**Metal 3**

The bar under the picture is 20 um long.
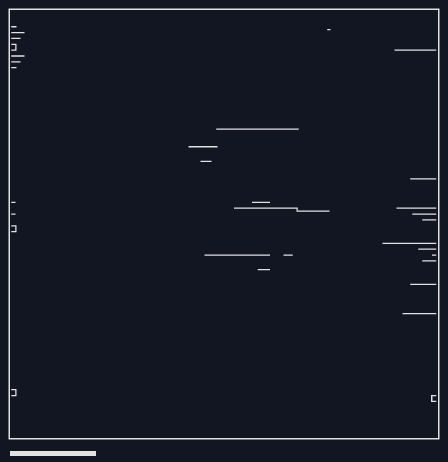
**Cell outlines without signal wires**

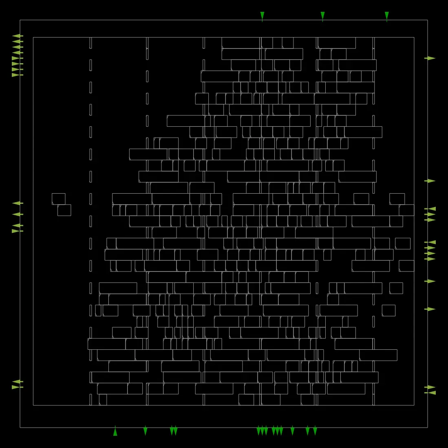
**M2 wires**

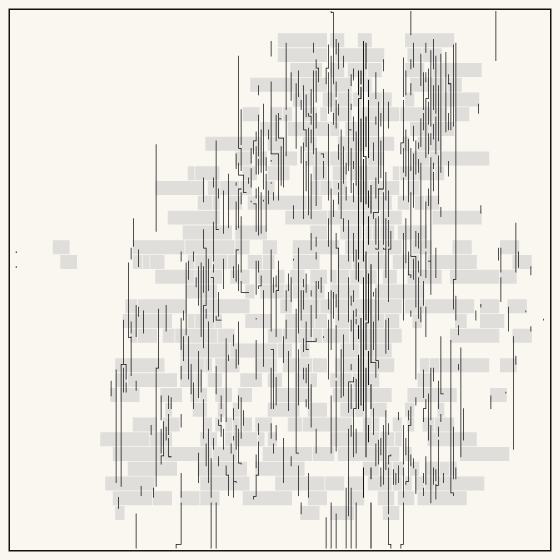
**Cells colored by class**

Fill, decap, tap and diode cells in gray.
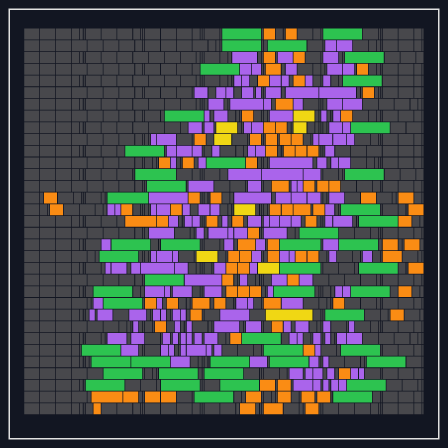
===== src/rtl/conv_kernel_scheduler.sv =====
// Sequences a single conv_layer engine across NUM_KERNELS kernels: loads each kernel's weights,
// runs the engine, then commands capture of its output into the matching feature-map slot.
module conv_kernel_scheduler #(
  parameter int unsigned NUM_KERNELS = 4,
  parameter int unsigned KERNEL_SIZE = 5,
  parameter int unsigned KDATA_WIDTH = 8,
  parameter int unsigned KADDR_WIDTH = $clog2(NUM_KERNELS * KERNEL_SIZE * KERNEL_SIZE),
  parameter int unsigned TIMEOUT     = 4096,
  localparam int unsigned RW = (KERNEL_SIZE > 1) ? $clog2(KERNEL_SIZE) : 1,
  localparam int unsigned IW = (NUM_KERNELS > 1) ? $clog2(NUM_KERNELS) : 1
) (
  input  logic                   clk,
  input  logic                   rst,
  input  logic                   start,
  input  logic                   abort,
  output logic                   busy,
  output logic                   done,
  output logic                   error,
  output logic                   kmem_rd_en,
  output logic [KADDR_WIDTH-1:0] kmem_addr,
  input  logic [KDATA_WIDTH-1:0] kmem_rdata,
  output logic                   kern_we,
  output logic [RW-1:0]          kern_row,
  output logic [RW-1:0]          kern_col,
  output logic [KDATA_WIDTH-1:0] kern_wdata,
  output logic                   conv_rst,
  input  logic                   conv_done,
  output logic                   fmap_wr_en,
  output logic [IW-1:0]          fmap_idx
);

  localparam int unsigned KK = KERNEL_SIZE * KERNEL_SIZE;
  localparam int unsigned WW = $clog2(KK + 1);
  localparam int unsigned TW = $clog2(TIMEOUT + 1);

  typedef enum logic [2:0] {StIdle, StLoad, StDrain, StRun, StStore, StFin} state_e;

  state_e                 state_q, state_d;
  logic [IW-1:0]          kidx_q, kidx_d;
  logic [WW-1:0]          widx_q, widx_d;
  logic [RW-1:0]          rrow_q, rrow_d;
  logic [RW-1:0]          rcol_q, rcol_d;
  logic [TW-1:0]          tmo_q, tmo_d;
  logic                   error_q, error_d;
  logic [KADDR_WIDTH-1:0] addr_q, addr_d;

  logic          busy_q, busy_d;
  logic          done_q, done_d;
  logic          rd_en_q, rd_en_d;
  logic          we_q, we_d;
  logic [RW-1:0] wrow_q, wrow_d;
  logic [RW-1:0] wcol_q, wcol_d;
  logic          crst_q, crst_d;
  logic          fwe_q, fwe_d;

  always_comb begin
    state_d = state_q;
    kidx_d  = kidx_q;
    widx_d  = widx_q;
    rrow_d  = rrow_q;
    rcol_d  = rcol_q;
    tmo_d   = tmo_q;
    error_d = error_q;
    addr_d  = addr_q;

    unique case (state_q)
      StIdle: begin
        if (start) begin
          state_d = StLoad;
          kidx_d  = '0;
          widx_d  = '0;
          rrow_d  = '0;
          rcol_d  = '0;
          addr_d  = '0;
          tmo_d   = '0;
          error_d = 1'b0;
        end
      end
      StLoad: begin
        // Address runs contiguously across kernels, so it is kidx*KK + widx without a multiply.
        widx_d = widx_q + 1'b1;
        addr_d = addr_q + 1'b1;
        if (rcol_q == RW'(KERNEL_SIZE - 1)) begin
          rcol_d = '0;
          rrow_d = rrow_q + 1'b1;
        end else begin
          rcol_d = rcol_q + 1'b1;
        end
        if (widx_q == WW'(KK - 1)) state_d = StDrain;
      end
      StDrain: begin
        state_d = StRun;
        tmo_d   = '0;
      end
      StRun: begin
        if (conv_done) begin
          state_d = StStore;
        end else if (tmo_q == TW'(TIMEOUT - 1)) begin
          state_d = StIdle;
          error_d = 1'b1;
        end else begin
          tmo_d = tmo_q + 1'b1;
        end
      end
      StStore: begin
        if (kidx_q != IW'(NUM_KERNELS - 1)) begin
          state_d = StLoad;
          kidx_d  = kidx_q + 1'b1;
          widx_d  = '0;
          rrow_d  = '0;
          rcol_d  = '0;
          tmo_d   = '0;
        end else begin
          state_d = StFin;
        end
      end
      StFin:   state_d = StIdle;
      default: state_d = StIdle;
    endcase

    if (abort) begin
      state_d = StIdle;
      error_d = error_q;
    end

    // Outputs are registered, so they are decoded from the state being entered.
    busy_d  = (state_d != StIdle);
    done_d  = (state_d == StFin);
    rd_en_d = (state_d == StLoad);
    we_d    = rd_en_q && !abort;
    wrow_d  = rrow_q;
    wcol_d  = rcol_q;
    crst_d  = (state_d == StRun) || (state_d == StStore);
    fwe_d   = (state_d == StStore);
  end

  always_ff @(posedge clk or negedge rst) begin
    if (!rst) begin
      state_q <= StIdle;
      kidx_q  <= '0;
      widx_q  <= '0;
      rrow_q  <= '0;
      rcol_q  <= '0;
      tmo_q   <= '0;
      error_q <= 1'b0;
      addr_q  <= '0;
      busy_q  <= 1'b0;
      done_q  <= 1'b0;
      rd_en_q <= 1'b0;
      we_q    <= 1'b0;
      wrow_q  <= '0;
      wcol_q  <= '0;
      crst_q  <= 1'b0;
      fwe_q   <= 1'b0;
    end else begin
      state_q <= state_d;
      kidx_q  <= kidx_d;
      widx_q  <= widx_d;
      rrow_q  <= rrow_d;
      rcol_q  <= rcol_d;
      tmo_q   <= tmo_d;
      error_q <= error_d;
      addr_q  <= addr_d;
      busy_q  <= busy_d;
      done_q  <= done_d;
      rd_en_q <= rd_en_d;
      we_q    <= we_d;
      wrow_q  <= wrow_d;
      wcol_q  <= wcol_d;
      crst_q  <= crst_d;
      fwe_q   <= fwe_d;
    end
  end

  assign busy       = busy_q;
  assign done       = done_q;
  assign error      = error_q;
  assign kmem_rd_en = rd_en_q;
  assign kmem_addr  = addr_q;
  assign kern_we    = we_q;
  assign kern_row   = wrow_q;
  assign kern_col   = wcol_q;
  assign kern_wdata = kmem_rdata;
  assign conv_rst   = crst_q;
  assign fmap_wr_en = fwe_q;
  assign fmap_idx   = kidx_q;

endmodule


===== config.mk =====
export PLATFORM = sky130hd
export DESIGN_NAME = conv_kernel_scheduler
export DESIGN_NICKNAME = d
export VERILOG_FILES = /design/src/rtl/conv_kernel_scheduler.sv
export SDC_FILE = /design/constraint.sdc
export NUM_CORES = 1
export LEC_CHECK = 0
export CORE_MARGIN = 3
export CORE_UTILIZATION = 30
export CTS_BUF_LIST = sky130_fd_sc_hd__clkbuf_2 sky130_fd_sc_hd__clkbuf_4 sky130_fd_sc_hd__clkbuf_8
export CTS_CLUSTER_DIAMETER = 200
export CTS_CLUSTER_SIZE = 40
export DETAILED_ROUTE_END_ITERATION = 10
export GPL_ROUTABILITY_DRIVEN = 0
export PLACE_DENSITY = 0.56
export SLEW_MARGIN = 40
export SYNTH_ARGS = -nofsm -noshare
export SYNTH_HDL_FRONTEND = slang
export SYNTH_SLANG_ARGS = --single-unit

===== constraint.sdc =====
create_clock -name clk -period 1.7 [get_ports clk]
set_input_delay 0.34 -clock clk [delete_from_list [all_inputs] [get_ports clk]]
set_output_delay 0.34 -clock clk [all_outputs]
set_load 0.03 [all_outputs]

==> results.toml <==
# implementation run metrics
[worst_setup_path]
worstPathRequired_ns = 1.90
r2r_setup_slack_ns = -0.08
crit_end = "widx_q[4]"
worst-path-max-fanout = 6
cp-startpoint = "fmap_idx[1]"
r2r_start = "fmap_idx[1]"
critPathKind = "reg -> reg"
crit_path_start_kind = "flop"
reg2reg_depth = 5
crit_path_end_kind = "flop"
r2r_end = "widx_q[4]"
crit_arrival_ns = 1.98

[cts]
cts-root-buf = "clkbuf_8"
ctsHtreeMaxLevel = 2
cts_hold_buffers = 0
clk_path_buf_depth = 2
cts_tree = "built"
path_clk_slew_ns = 0.10
cts_buffers = 5
clkLatencyLatePin_ns = 0.31
cts.sinks = 49

[placement]
pre_cts_slack_ns = -0.379
place_area_sq_mm = 0.00334
placed_cells = 423
numPortBuffers = 26
hpwlAfterDp_um = 4270

[logic_synthesis]
edf_count = 0
syn_inst = 255
fp_nets = 276
ys_area_sq_mm = 0.00262
ys_ff = 49
top_area_share_pct = 46.8
syn_avg_cell_area_sq_um = 10.3
top_cells_by_area = "dfrtp_1 47%, o21ai_0 4.8%, ha_1 3.8%, mux2i_1 3.1%, nand2_1 3.0%"
synth_area_sq_mm = 0.00262
ff_type = "dfrtp_1"
ys_cells = 255
yosysUniqueCellTypes = 61
ys_warn_count = 0
largest_area_cell = "dfrtp_1"
synth_seq_share_pct = 46.8
async_reset_ff_share_pct = 100

[global_routing]
grt_usage_pct = 12.8
grt_overflow = 0
antenna_found_initial = 0
grt_pass1_wl_um = 10500
grt_pass1_vias = 2190
grt_max_degree = 50

[power]
p_leak_nw = 1.74
peakVddDrop_v = 0.000343
finalPower_mw = 2.66
powerDensity_mw_per_mm2 = 703

[cells_and_area]
inv_count = 10
sh_comb_area_pct = 38.1
mostFrequentLayoutCells = "62 x buf_4, 44 x dfrtp_1, 21 x o21ai_0, 21 x nand2_1, 13 x clkdlybuf4s50_1"
drive_above_1_share_pct = 37.9
lay_top_count = "buf_4"
synthToLayoutAreaGrowth_pct = 44.5
layout.nets = 360
logic_area_sq_mm = 0.00144
buffer_area_share_pct = 21.7
final_cell_area_sq_mm = 0.00378
flop_area_sq_mm = 0.00123
comb_cells = 177
seq_share_pct = 32.6
nNonClkBuffers = 96
clkbuf_count = 5
clkCellAreaFrac_pct = 3.14
dominant_cells = "combinational gates"
antennaDiodeCount = 0

[sta]
relSlewSlack_pct = 73.7
report.final.slew_viol_count = 0
skew_ns = 0.0142
tns_ns = -0.240
fmax_ghz = 0.563
period_minus_slack_ns = 1.78
tightest_slew_ns = 0.392
whs_ns = -0.00765
setup_slack_ns = -0.0770
final_hold_viol_count = 14
rsz0062_at_grt = "yes"
setup_violations = 9
fin_crit_sh_pct = 105

[outcome]
violations = "negative hold slack, negative setup slack"
status = "finished, violations left"

[flow_run]
warnings = 31
drv_cap = 0

[floorplanning]
initCoreUtil_pct = 31.4
ioPinCount = 43
core_area_sq_mm = 0.00834
num_rows = 33
fp.dieW_um = 99.4
dieArea_sq_mm = 0.00989
dieHeight_um = 99.4

[route]
vias = 2229
wire_per_inst_um = 14.1
drt-total-wl_um = 6250
drt-initial-drc-count = 107
remaining_drc_errors = 0
ant_nets = 0
first_pass_iters = 4
routed_via_density = 5.01

[worst_hold_path]
hold_path_class = "in -> async"
Notes on 'metal 3' above:
- longest straight run: 18.9 um
- nets with wire on the layer: 25
- main direction: horizontal

Notes on 'cell outlines without signal wires' above:
# fillers: 793
Final Util: 45.4%
non-filler cells, final: 445
Seq cells: 49
TAP cells: 105

Notes on 'M2 wires' above:
- main direction: vertical
- nets with wire on the layer: 307
- wire length on this layer: 2,990 um
- longest straight run: 43.5 um

Notes on 'cells colored by class' above:
- remaining buffers and delay cells: orange (cells 96)
- clock drivers and dummy loads: yellow (cells 8)
- remaining logic cells: purple (cells 187)
- sequential cells: green (cells 49)

cells in the mapped netlist (2+ instances only):
cell type  instances
mux2i_1            8
or3_1              2
nand2b_1           6
a221o_1            2
a22o_1             2
or2_2              5
clkbuf_1           2
nor4_1             4
and3_1             3
a21o_1             5
a41oi_1            3
o21ai_0           25
nand4_1            4
ha_1               8
nor2_1             9
o31ai_1            3
nand2_1           21
buf_2              4
nor3b_1            2
nand3_1            6
buf_4             10
inv_1             10
a21oi_1           15
dfrtp_1           49
a2111oi_0          3
buf_6              3
nor3_1             7
registers in the layout, indices dropped and copies added (netlist names), 2 cells and up:
name	cells
kern_col	3
state_q	3
kern_row	3
rcol_q	3
widx_q	5
tmo_q	13
kmem_addr	7
rrow_q	3
fmap_idx	2
layer usage:
layer	vias to the layer above	global-route usage [%]	wire [um]	part of all wire [%]
met5	-	0	0	0
met1	1090	18.0	3010	48
met3	12	1.82	164	2.6
li1	1101	-	-	-
met2	26	20.5	2990	48
met4	0	3.89	95	1.5
what timing repair did:
item,in CTS,in global routing
pin swaps,6,11
buffers inserted,4,9
gates resized,34,29
endpoints found under the setup margin,35,30
cloned,0,1
critical path: stages, from the launching register on:
cell	delay, ns
dfrtp_2	0.43
ha_4	0.17
buf_4	0.14
o21a_1	0.17
or3_4	0.39
o41ai_1	0.37
power breakdown:
part | leakage [nW] | total, mW | internal, mW | switching [mW]
registers | 0.662 | 1.28 | 1.23 | 0.0485
logic | 1.01 | 0.500 | 0.220 | 0.280
clock network | 0.0603 | 0.881 | 0.452 | 0.430
logic make-up after synthesis:
group           Yosys count  share of synthesized area, %
buf+inv                  29                          6.64
compound gates           71                          17.7
mux                       9                          3.49
flops                    49                          46.8
xor+xnor                  1                         0.335
simple gates             88                          21.2
fa+ha+maj                 8                          3.82
Power figures rest on the tool's default switching activity, not on a simulated workload.
